--- config.mk ---
export PLATFORM = sky130hd
export DESIGN_NAME = kronos_dmem_arbiter
export DESIGN_NICKNAME = d
export VERILOG_FILES = /design/src/rtl/kronos_dmem_arbiter.sv
export SDC_FILE = /design/constraint.sdc
export NUM_CORES = 1
export LEC_CHECK = 0
export CORE_AREA = 2 2 122 124
export CTS_CLUSTER_SIZE = 40
export DETAILED_ROUTE_END_ITERATION = 6
export DIE_AREA = 0 0 124 126
export HOLD_SLACK_MARGIN = 0.12
export PLACE_DENSITY = 0.56
export SLEW_MARGIN = 20
export SYNTH_ARGS = -nofsm -noshare
export SYNTH_HDL_FRONTEND = slang
export SYNTH_SLANG_ARGS = --single-unit
--- constraint.sdc ---
create_clock -name clk -period 2 [get_ports clk]
set_input_delay 0.2 -clock clk [delete_from_list [all_inputs] [get_ports clk]]
set_output_delay 0.2 -clock clk [all_outputs]
set_load 0.05 [all_outputs]
--- src/rtl/kronos_dmem_arbiter.sv ---
// kronos_dmem_arbiter
// Two-master round-robin arbiter in front of a single data-memory port.
// Master 0 is the core LSU and master 1 is the debug/DMA path. One transfer
// is in flight at a time. A transfer ends on mem_ack, on a watchdog timeout
// that returns an error to the owner, or when the owner drops its request.
// Each transfer is followed by at least one idle cycle.
module kronos_dmem_arbiter #(
    parameter int TIMEOUT = 64
) (
    input  logic        clk,
    input  logic        rstz,

    input  logic        m0_req,
    input  logic [31:0] m0_addr,
    input  logic [31:0] m0_wr_data,
    input  logic [3:0]  m0_mask,
    input  logic        m0_wr_en,
    output logic        m0_ack,
    output logic        m0_err,
    output logic [31:0] m0_rd_data,

    input  logic        m1_req,
    input  logic [31:0] m1_addr,
    input  logic [31:0] m1_wr_data,
    input  logic [3:0]  m1_mask,
    input  logic        m1_wr_en,
    output logic        m1_ack,
    output logic        m1_err,
    output logic [31:0] m1_rd_data,

    output logic        mem_req,
    output logic [31:0] mem_addr,
    output logic [31:0] mem_wr_data,
    output logic [3:0]  mem_mask,
    output logic        mem_wr_en,
    input  logic [31:0] mem_rd_data,
    input  logic        mem_ack
);

    localparam int CNT_W = $clog2(TIMEOUT + 1);
    localparam logic [CNT_W-1:0] CNT_LAST = CNT_W'(TIMEOUT - 1);

    typedef enum logic {
        IDLE = 1'b0,
        BUSY = 1'b1
    } state_t;

    state_t           r_state;
    logic             r_owner;       // 0 = master 0, 1 = master 1
    logic             r_last_grant;  // master that completed the last transfer
    logic [CNT_W-1:0] r_wait_cnt;    // BUSY cycles spent waiting for mem_ack

    logic        w_busy;
    logic        w_own_req;
    logic        w_own_wr_en;
    logic [31:0] w_own_addr;
    logic [31:0] w_own_wr_data;
    logic [3:0]  w_own_mask;
    logic        w_live;
    logic        w_timeout;
    logic        w_done;

    // Select the current owner's request and payload.
    assign w_busy        = (r_state == BUSY);
    assign w_own_req     = r_owner ? m1_req     : m0_req;
    assign w_own_wr_en   = r_owner ? m1_wr_en   : m0_wr_en;
    assign w_own_addr    = r_owner ? m1_addr    : m0_addr;
    assign w_own_wr_data = r_owner ? m1_wr_data : m0_wr_data;
    assign w_own_mask    = r_owner ? m1_mask    : m0_mask;

    // A transfer is live while the owner still holds its request. mem_ack
    // takes priority over the watchdog, so an ack on the last allowed cycle
    // completes normally without an error.
    assign w_live    = w_busy & w_own_req;
    assign w_timeout = w_live & ~mem_ack & (r_wait_cnt == CNT_LAST);
    assign w_done    = w_live & (mem_ack | w_timeout);

    // Memory side: payload follows the owner in BUSY and is zero in IDLE.
    // The request is withdrawn on the abort cycle.
    assign mem_req     = w_live & ~w_timeout;
    assign mem_wr_en   = w_live & w_own_wr_en;
    assign mem_addr    = w_busy ? w_own_addr    : 32'd0;
    assign mem_wr_data = w_busy ? w_own_wr_data : 32'd0;
    assign mem_mask    = w_busy ? w_own_mask    : 4'd0;

    // Master side: only the owner sees ack/err. Read data is broadcast and
    // only the acked master samples it.
    assign m0_ack     = w_done & ~r_owner;
    assign m1_ack     = w_done &  r_owner;
    assign m0_err     = w_timeout & ~r_owner;
    assign m1_err     = w_timeout &  r_owner;
    assign m0_rd_data = mem_rd_data;
    assign m1_rd_data = mem_rd_data;

    // Arbitration FSM: grant in IDLE, track completion/timeout/abandon in BUSY.
    // NOTE: sequential state uses non-blocking assignments so every register
    // samples the pre-edge values; blocking here would create ordering races.
    always_ff @(posedge clk or negedge rstz) begin
        if (!rstz) begin
            r_state      <= IDLE;
            r_owner      <= 1'b0;
            r_last_grant <= 1'b1;
            r_wait_cnt   <= '0;
        end else begin
            case (r_state)
                IDLE: begin
                    r_wait_cnt <= '0;
                    if (m0_req && m1_req) begin
                        r_owner <= ~r_last_grant;
                        r_state <= BUSY;
                    end else if (m0_req) begin
                        r_owner <= 1'b0;
                        r_state <= BUSY;
                    end else if (m1_req) begin
                        r_owner <= 1'b1;
                        r_state <= BUSY;
                    end
                end
                BUSY: begin
                    if (!w_own_req) begin
                        // Owner abandoned the transfer; fairness state untouched.
                        r_wait_cnt <= '0;
                        r_state    <= IDLE;
                    end else if (w_done) begin
                        r_last_grant <= r_owner;
                        r_wait_cnt   <= '0;
                        r_state      <= IDLE;
                    end else begin
                        r_wait_cnt <= r_wait_cnt + CNT_W'(1);
                    end
                end
                default: r_state <= IDLE;
            endcase
        end
    end

endmodule

==> run_results.csv <==
group,metric,value,unit
setup_path,reg2reg_from,"r_wait_cnt[0]",
die,die_h,126,um
routing,dr.first_iter.drc_count,45,
timing,skew,2.16,ps
power,p_per_area,1260,nW/um^2
setup_path,critPathKind,"flop to primary output",
final_layout,fin_area,3880,um^2
global_route,grt_max_degree,75,
setup_path,rr_endpoint,"r_state",
outcome,outcome,"finished clean",
placement,dpl_cell_area,3780,um^2
logic_synthesis,ys_cells,267,
power,p_leak,1.79,nW
global_route,grt-ovfl-total,0,
logic_synthesis,syn_avg_cell_area,7.53,um^2
final_layout,logic_area,1210,um^2
timing,period_needed,1930,ps
clocking,clock_path_buffers,2,
clocking,clock-root-buffer,"clkbuf_16",
logic_synthesis,async_reset_ff_share,100,%
timing,hold_violations,0,
clocking,hold_buffers,0,
setup_path,endpoint_kind,"primary output",
global_route,grt_antenna_before_repair,0,
setup_path,required,1800,ps
logic_synthesis,yosys_warnings,0,
routing,ant_nets,0,
logic_synthesis,syn_nets,443,
clocking,htree_levels,1,
clocking,cts.sinks,10,
global_route,grt-busiest-layer,"met2",
routing,drt_first_pass_iters,4,
timing,tightest_slew,508,ps
die,fp.dieArea,15600,um^2
timing,slew_violations,0,
routing,vias_per_cell,3.79,
die,fp-utilization,14.0,%
die,dieWidth,124,um
flow_run,warnings,27,
timing,fmax,0.517,GHz
final_layout,insertedDiodeCount,0,
placement,dp.cells,591,
logic_synthesis,ff_type,"dfrtp_1",
logic_synthesis,synthDistinctLibCells,28,
clocking,path_clk_slew,40,ps
routing,wl_per_cell,13.8,um
timing,finalSetupViolCount,0,
final_layout,final_cell_count_no_fill,595,
logic_synthesis,synth-seq-cells,10,
clocking,cts_tree,"built",
logic_synthesis,netlist_area,2010,um^2
die,rows,44,
logic_synthesis,ys_area,2010,um^2
placement,portBuffers,216,
timing,rsz0062_at_grt,"false",
final_layout,utilization,27.1,%
placement,pre_cts_ws,188,ps
global_route,grt_pass1_wl,11.3,mm
timing,period_used_share,96.7,%
flow_run,maxCapViolCount,0,
placement,dp_hpwl,6.89,mm
final_layout,synthToLayoutAreaGrowth,93.2,%
timing,setup_ws,66.9,ps
logic_synthesis,edf_count,0,
timing,relSlewSlack,66.1,%
setup_path,arrival,1730,ps
power,peakVddDrop,0.537,mV
die,core_area,14300,um^2
setup_path,reg2reg_slack,210,ps
global_route,globalRouteMet1Util,9.60,%
min_path,hp-class,"input pin to async pin",
logic_synthesis,ys_seq_share,12.5,%
die,io_pins,313,
final_layout,layout-drive-gt1-share,22.9,%
logic_synthesis,netlist_instances,267,
setup_path,crit_fanout,4,
global_route,grt_use_total,9.21,%
placement,place.gp.congestion,0.817,
setup_path,startpoint,"r_wait_cnt[0]",
global_route,grt_pass1_vias,2260,
final_layout,fillCellCount,1529,
setup_path,cp-start-kind,"flop",
final_layout,nNetsFinal,588,
final_layout,seq_area,255,um^2
clocking,insertion_delay,230,ps
setup_path,worstSetupEndpoint,"mem_req",
setup_path,reg2regPathDepth,5,
routing,drc,0,
-- critical path, cell delays in order (launching register included) --
cell     delay [ps]
dfrtp_1         390
ha_1            230
and3_4          200
and4_1          230
a21oi_1         270
buf_12          180
-- per-layer routing --
metal  wire length (um)  share of wire (%)
met3                920                 11
met4                264                3.2
met2               4140                 50
met5                  0                  0
met1               2910                 35
-- what timing repair did --
action	4_1_cts	5_1_grt
buffers inserted	0	0
setup endpoints to repair	0	4
resized	0	3
-- placed cells by master (no fill, tap or decap), types with 3 or more instances in the layout --
| cell type | n |
|---|---|
| dfrtp_1 | 8 |
| xnor2_1 | 3 |
| nor2_1 | 72 |
| nand2_1 | 3 |
| and3_1 | 3 |
| buf_4 | 72 |
| clkbuf_16 | 3 |
| mux2i_1 | 69 |
| nor2_2 | 4 |
| buf_12 | 5 |
| inv_1 | 3 |
| o21ai_1 | 3 |
| clkdlybuf4s50_1 | 142 |
| nand3_1 | 3 |
-- state kept, by name, summed over array words and instances (netlist names) --
register	cells
r_owner	1
r_wait_cnt	7
r_state	1
r_last_grant	1
-- cells by family (layout without fill, tap and decap cells) --
| group | Yosys count | after routing | share of synthesized area (%) |
|---|---|---|---|
| mux | 70 | 70 | 34.9 |
| fa+ha+maj | 1 | 1 | 0.623 |
| simple gates | 92 | 92 | 19.7 |
| xor+xnor | 4 | 4 | 1.74 |
| compound gates | 6 | 6 | 1.93 |
| flops | 10 | 10 | 12.5 |
| buf+inv | 84 | 228 | 28.5 |
-- Yosys cell counts, drive strengths merged, types with 2 or more instances --
master / instances / area (um^2)
o21ai: 3 / 15.0
nor3: 2 / 10.0
clkbuf: 7 / 26.3
buf: 73 / 532
mux2i: 69 / 691
and3: 4 / 30.0
nand2: 3 / 11.3
xnor2: 3 / 26.3
dfrtp: 9 / 225
inv: 4 / 15.0
nor2: 77 / 307
nand3: 3 / 15.0
-- per-stage QoR --
step                      TNS (ps)  power [mW]  hold slack (ps)
after floorplan              -77.8        3.60            -95.6
after global placement           0        4.54              400
after detailed placement         0        4.57              400
after CTS                        0        4.93              305
after global routing             0        5.15              334
final                            0        4.89              287
-- area by class of cell --
type / count / share of cell area [%]
Inverter: 4 / 0.387
Clock buffer: 4 / 2.03
Sequential cell: 10 / 6.58
Tap cell: 184 / 5.93
Multi-Input combinational cell: 173 / 31.2
Timing Repair Buffer: 220 / 53.8
-- power breakdown --
part / total [mW] / internal (mW) / switching [mW]
registers: 0.284 / 0.249 / 0.0354
logic: 4.26 / 1.49 / 2.77
clock network: 0.353 / 0.266 / 0.0863
total: 4.89 / 2.00 / 2.89
-- worst min-delay path by stage --
stage                               start  slack [ps]        endpoint  cells past startpoint
after detailed placement  mem_rd_data[20]         400  m0_rd_data[20]                      0
after CTS                            rstz         300   r_wait_cnt[1]                      1
after global routing                 rstz         330   r_wait_cnt[1]                      1
after floorplan                      rstz        -100         r_owner                      0
after global placement    mem_rd_data[20]         400  m0_rd_data[20]                      0
final                                rstz         290   r_wait_cnt[1]                      1
Fig. 1: met4 routing
Supply wires on this layer in grey.
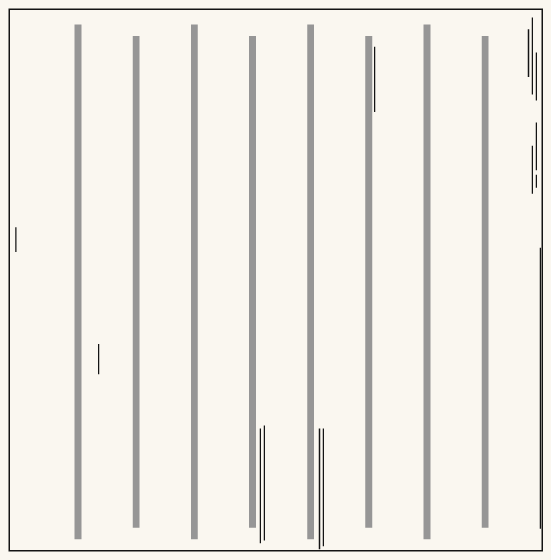
share of all routed wire	3.2%
longest straight run	65.3 um
nets with wire on the layer	14
drt total wl: 8.23 mm
DR vias: 2255

Fig. 2: the metal 3 layer
Bar = 20 um. Cells faint in the background.
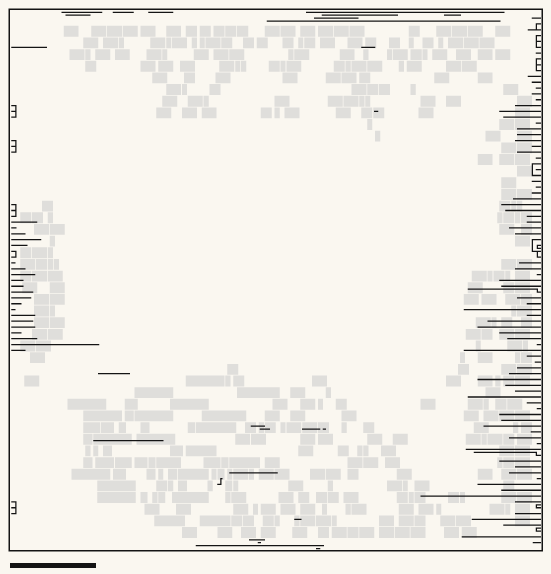
nets with wire on the layer	115
share of all routed wire	11%
met3 Use GR: 3.13%

Fig. 3: M2 wires
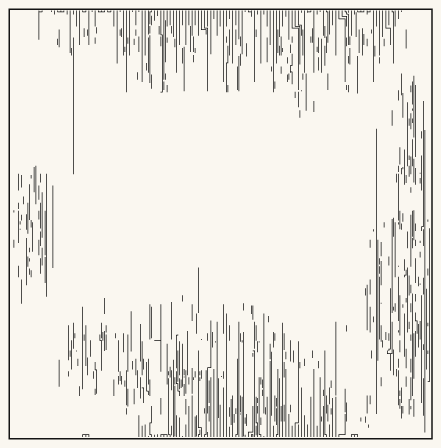
nets with wire on the layer	491
longest straight run	88.9 um
wire length on this layer	4140 um
share of all routed wire	50%
met2 Use GR: 16.9%

Fig. 4: clock wiring as the flow saved it
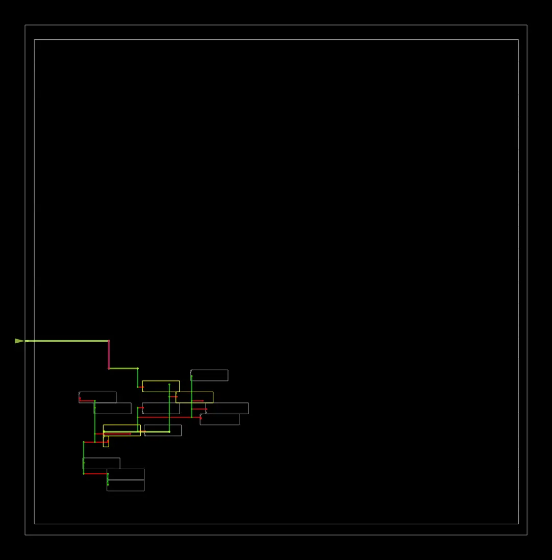
clock network power: 0.353 mW
registers: 10
CTS buffer count: 3
clock buffer count: 4

Power figures rest on the tool's default switching activity, not on a simulated workload.
